## src/rtl/div_seq_pkg.sv

```systemverilog
// Shared definitions for the sequential divider: FSM encoding, default widths
// and the quotient produced for a zero divisor.
package div_seq_pkg;

  localparam int WIDTH_DEF = 32;
  localparam int CNT_W_DEF = 5;

  // Widest operand supported; narrower builds slice the low bits.
  localparam int MAX_WIDTH = 64;
  localparam logic [MAX_WIDTH-1:0] DIV0_QUOT = '1;

  typedef enum logic [1:0] {
    S_IDLE = 2'd0,
    S_RUN  = 2'd1,
    S_ZERO = 2'd2,
    S_DONE = 2'd3
  } state_t;

endpackage

```

## src/rtl/div_seq_step.sv

```systemverilog
// One restoring shift-subtract step: shift a dividend bit into the partial
// remainder and subtract the divisor if it fits.
module div_step #(
  parameter int WIDTH = 32
) (
  input  logic [WIDTH-1:0] rem,
  input  logic             dvd_bit,
  input  logic [WIDTH-1:0] divisor,
  output logic [WIDTH-1:0] rem_next,
  output logic             q_bit
);

  logic [WIDTH:0] shifted;
  logic [WIDTH:0] trial;

  // The partial remainder is always below the divisor, so the shifted value
  // needs one extra bit and a successful difference fits back into WIDTH bits.
  assign shifted  = {rem, dvd_bit};
  assign trial    = shifted - {1'b0, divisor};
  assign q_bit    = ~trial[WIDTH];
  assign rem_next = q_bit ? trial[WIDTH-1:0] : shifted[WIDTH-1:0];

endmodule

```

## src/rtl/div_seq.sv

```systemverilog
// Multi-cycle DIV/DIVU unit for the EX stage: stalls the front of the pipe,
// then pulses the HI/LO write for the MEM stage.
module div_seq
  import div_seq_pkg::*;
#(
  parameter int WIDTH = WIDTH_DEF,
  parameter int CNT_W = CNT_W_DEF
) (
  input  logic             clk,
  input  logic             rst,
  input  logic             start,
  input  logic             signed_op,
  input  logic [WIDTH-1:0] op_a,
  input  logic [WIDTH-1:0] op_b,
  input  logic             cancel,
  output logic             stall_req,
  output logic             hilo_write_en,
  output logic [WIDTH-1:0] lo_out,
  output logic [WIDTH-1:0] hi_out
);

  localparam logic [CNT_W-1:0] LAST_CNT = CNT_W'(WIDTH - 1);

  state_t           state, state_nxt;
  logic [CNT_W-1:0] cnt;
  logic [WIDTH-1:0] rem;
  logic [WIDTH-1:0] dvd;
  logic [WIDTH-1:0] dvs;
  logic             neg_q;
  logic             neg_r;

  logic [WIDTH-1:0] mag_a, mag_b;
  logic [WIDTH-1:0] rem_nxt;
  logic             q_bit;
  logic [WIDTH-1:0] q_fin;
  logic             accept;
  logic             last_step;

  assign mag_a = (signed_op && op_a[WIDTH-1]) ? -op_a : op_a;
  assign mag_b = (signed_op && op_b[WIDTH-1]) ? -op_b : op_b;

  div_step #(.WIDTH(WIDTH)) u_step (
    .rem      (rem),
    .dvd_bit  (dvd[WIDTH-1]),
    .divisor  (dvs),
    .rem_next (rem_nxt),
    .q_bit    (q_bit)
  );

  // The dividend register shifts left and collects quotient bits from the LSB.
  assign q_fin     = {dvd[WIDTH-2:0], q_bit};
  assign accept    = (state == S_IDLE) && start && !cancel;
  assign last_step = (state == S_RUN) && (cnt == LAST_CNT);

  // NOTE: sequential state uses non-blocking assignments so every flop samples
  // pre-edge values, independent of block ordering.
  always_ff @(posedge clk or posedge rst) begin
    if (rst) state <= S_IDLE;
    else     state <= state_nxt;
  end

  // NOTE: every output of this block gets a default first so no path leaves a
  // signal unassigned, which would infer a latch.
  always_comb begin
    state_nxt = state;
    unique case (state)
      S_IDLE: if (start) state_nxt = (op_b != '0) ? S_RUN : S_ZERO;
      S_RUN:  if (cnt == LAST_CNT) state_nxt = S_DONE;
      S_ZERO: state_nxt = S_DONE;
      S_DONE: state_nxt = S_IDLE;
      default: state_nxt = S_IDLE;
    endcase
    if (cancel) state_nxt = S_IDLE;
  end

  assign stall_req     = !cancel && (accept || state == S_RUN || state == S_ZERO);
  assign hilo_write_en = (state == S_DONE) && !cancel;

  always_ff @(posedge clk or posedge rst) begin
    if (rst) begin
      cnt    <= '0;
      rem    <= '0;
      dvd    <= '0;
      dvs    <= '0;
      neg_q  <= 1'b0;
      neg_r  <= 1'b0;
      lo_out <= '0;
      hi_out <= '0;
    end else if (!cancel) begin
      if (accept) begin
        if (op_b != '0) begin
          dvd   <= mag_a;
          dvs   <= mag_b;
          neg_q <= signed_op && (op_a[WIDTH-1] ^ op_b[WIDTH-1]);
          neg_r <= signed_op && op_a[WIDTH-1];
          cnt   <= '0;
          rem   <= '0;
        end else begin
          dvd <= op_a;
        end
      end
      if (state == S_RUN) begin
        dvd <= q_fin;
        rem <= rem_nxt;
        cnt <= cnt + 1'b1;
      end
      // Sign fixup lands in the result registers on the edge into DONE.
      if (last_step) begin
        lo_out <= neg_q ? -q_fin : q_fin;
        hi_out <= neg_r ? -rem_nxt : rem_nxt;
      end
      if (state == S_ZERO) begin
        lo_out <= DIV0_QUOT[WIDTH-1:0];
        hi_out <= dvd;
      end
    end
  end

endmodule

```

## config.mk

```make
export PLATFORM = sky130hd
export DESIGN_NAME = div_seq
export DESIGN_NICKNAME = d
export VERILOG_FILES = /design/src/rtl/div_seq_pkg.sv /design/src/rtl/div_seq_step.sv /design/src/rtl/div_seq.sv
export SDC_FILE = /design/constraint.sdc
export NUM_CORES = 1
export LEC_CHECK = 0
export CAP_MARGIN = 20
export CORE_UTILIZATION = 58
export CTS_CLUSTER_SIZE = 10
export DETAILED_ROUTE_END_ITERATION = 10
export PLACE_DENSITY = 0.82
export SLEW_MARGIN = 20
export SYNTH_ARGS = -nofsm -noshare
export SYNTH_HDL_FRONTEND = slang
export SYNTH_SLANG_ARGS = --single-unit
export TNS_END_PERCENT = 10
```

## constraint.sdc

```tcl
create_clock -name clk -period 6.8 [get_ports clk]
set_clock_uncertainty 0.1 [all_clocks]
set_input_delay 1.02 -clock clk [delete_from_list [all_inputs] [get_ports clk]]
set_output_delay 1.02 -clock clk [all_outputs]
set_load 0.01 [all_outputs]
```

### Wiring by layer

The bar under the picture is 50 um long. Two of the layers only.
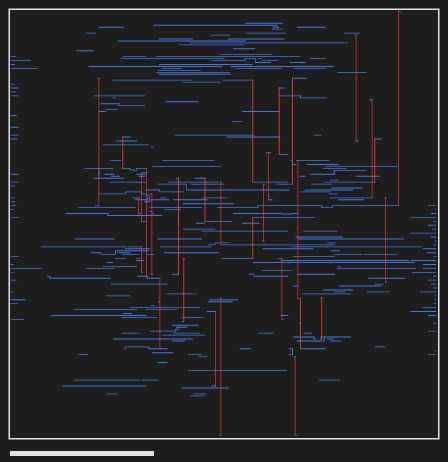
- metal 3: blue (wire length 2910 um)
- metal 4: red (wire length 797 um)
total track usage: 0.338
Routed WL per cell: 19.0 um

### Routing congestion map

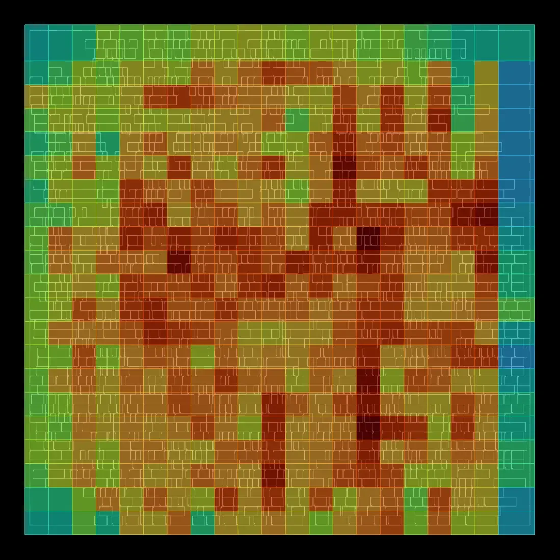
met3 global-route usage: 0.0506
met1 usage: 0.473
Final Util: 0.687
routing usage on met2: 0.541
grt peak-use layer: met2

### Wire density map

The bar under the picture is 50 um long. The die is cut into 30 by 30 equal tiles; black is low, pale yellow is high, scaled to the fullest tile. Values are wire area over tile area, all layers added.
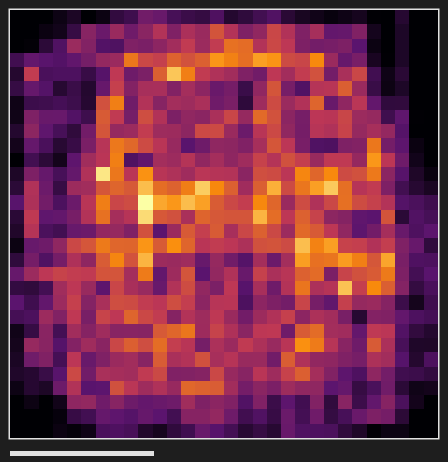
- tiles over half the peak: 26%
- mean over tiles: 0.27
- densest ninth of the die: centre
Routed WL: 36500 um
via count: 12100

### Gate families picked out

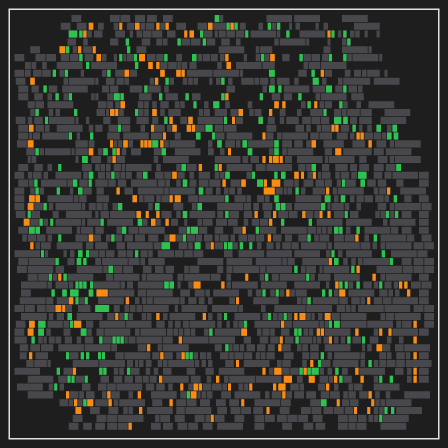
- NOR gates: orange (cells 200; where spread over the die)
- NAND gates: green (cells 252; where spread over the die)
combinational share of cell area: 0.528
top logic cell by instance count in the layout: o21ai_0
fin cells: 1923

### Cell classes on the final placement

The bar under the picture is 50 um long.
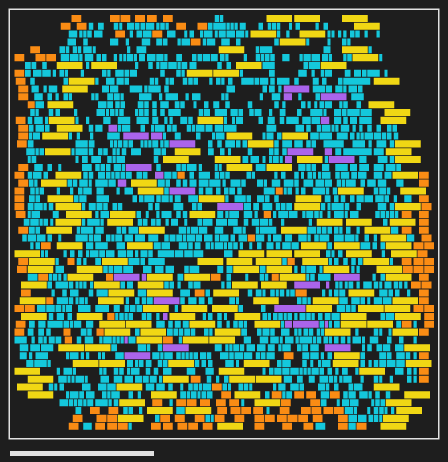
- other buffers and delay cells: orange (cells 149)
- clock drivers and dummy loads: purple (cells 32)
- combinational and other logic: cyan (cells 1298)
- flops: yellow (cells 169)
row cnt: 53
CORE AREA: 21000 sq um
Seq area share: 0.293
final instance area: 14400 sq um

==> impl_metrics.toml <==
# physical design summary
[critical_path]
critPathCapture = "hi_out[26]"
critPathTopFamily = "AND-OR/OR-AND gates"
crit_required_ns = 7.03
worst_setup_path_end_kind = "register"
critical_path_peak_fanout = 40

[sta]
layout_setup_ws_ns = 1.07
maxSlewViolCount = 0
slew_headroom = 0.277
period_used_share = 0.842
whs_ns = 0.380

[routing]
routed_via_density = 6.29
wl_met3_um = 2910
wl_met2_um = 17200

[clock_network]
cts_made_buffers = 17
insertion_delay_ns = 0.44
ctsResizeCount = 0
clock-sinks = 169
cts_htree_levels = 4

[placed_design]
place_inst = 1891
dpl_cell_area_sq_um = 13900

[pwr]
p_leak_nw = 5.98
swShare = 0.470
pwr-share-comb = 0.577
p_comb_w = 0.00380

[floorplanning]
die_y_um = 148
initial_core_util = 0.592
nWellTaps = 275

[cells_and_area]
seq_cells = 169
area_growth_pct = 16.2
ff_latch_area_sq_um = 4230

[run_status]
status = "finished, final reports clean"

[logic_synthesis]
synth.top_cell.area_share = 0.340
Power and IR drop assume default switching activity.
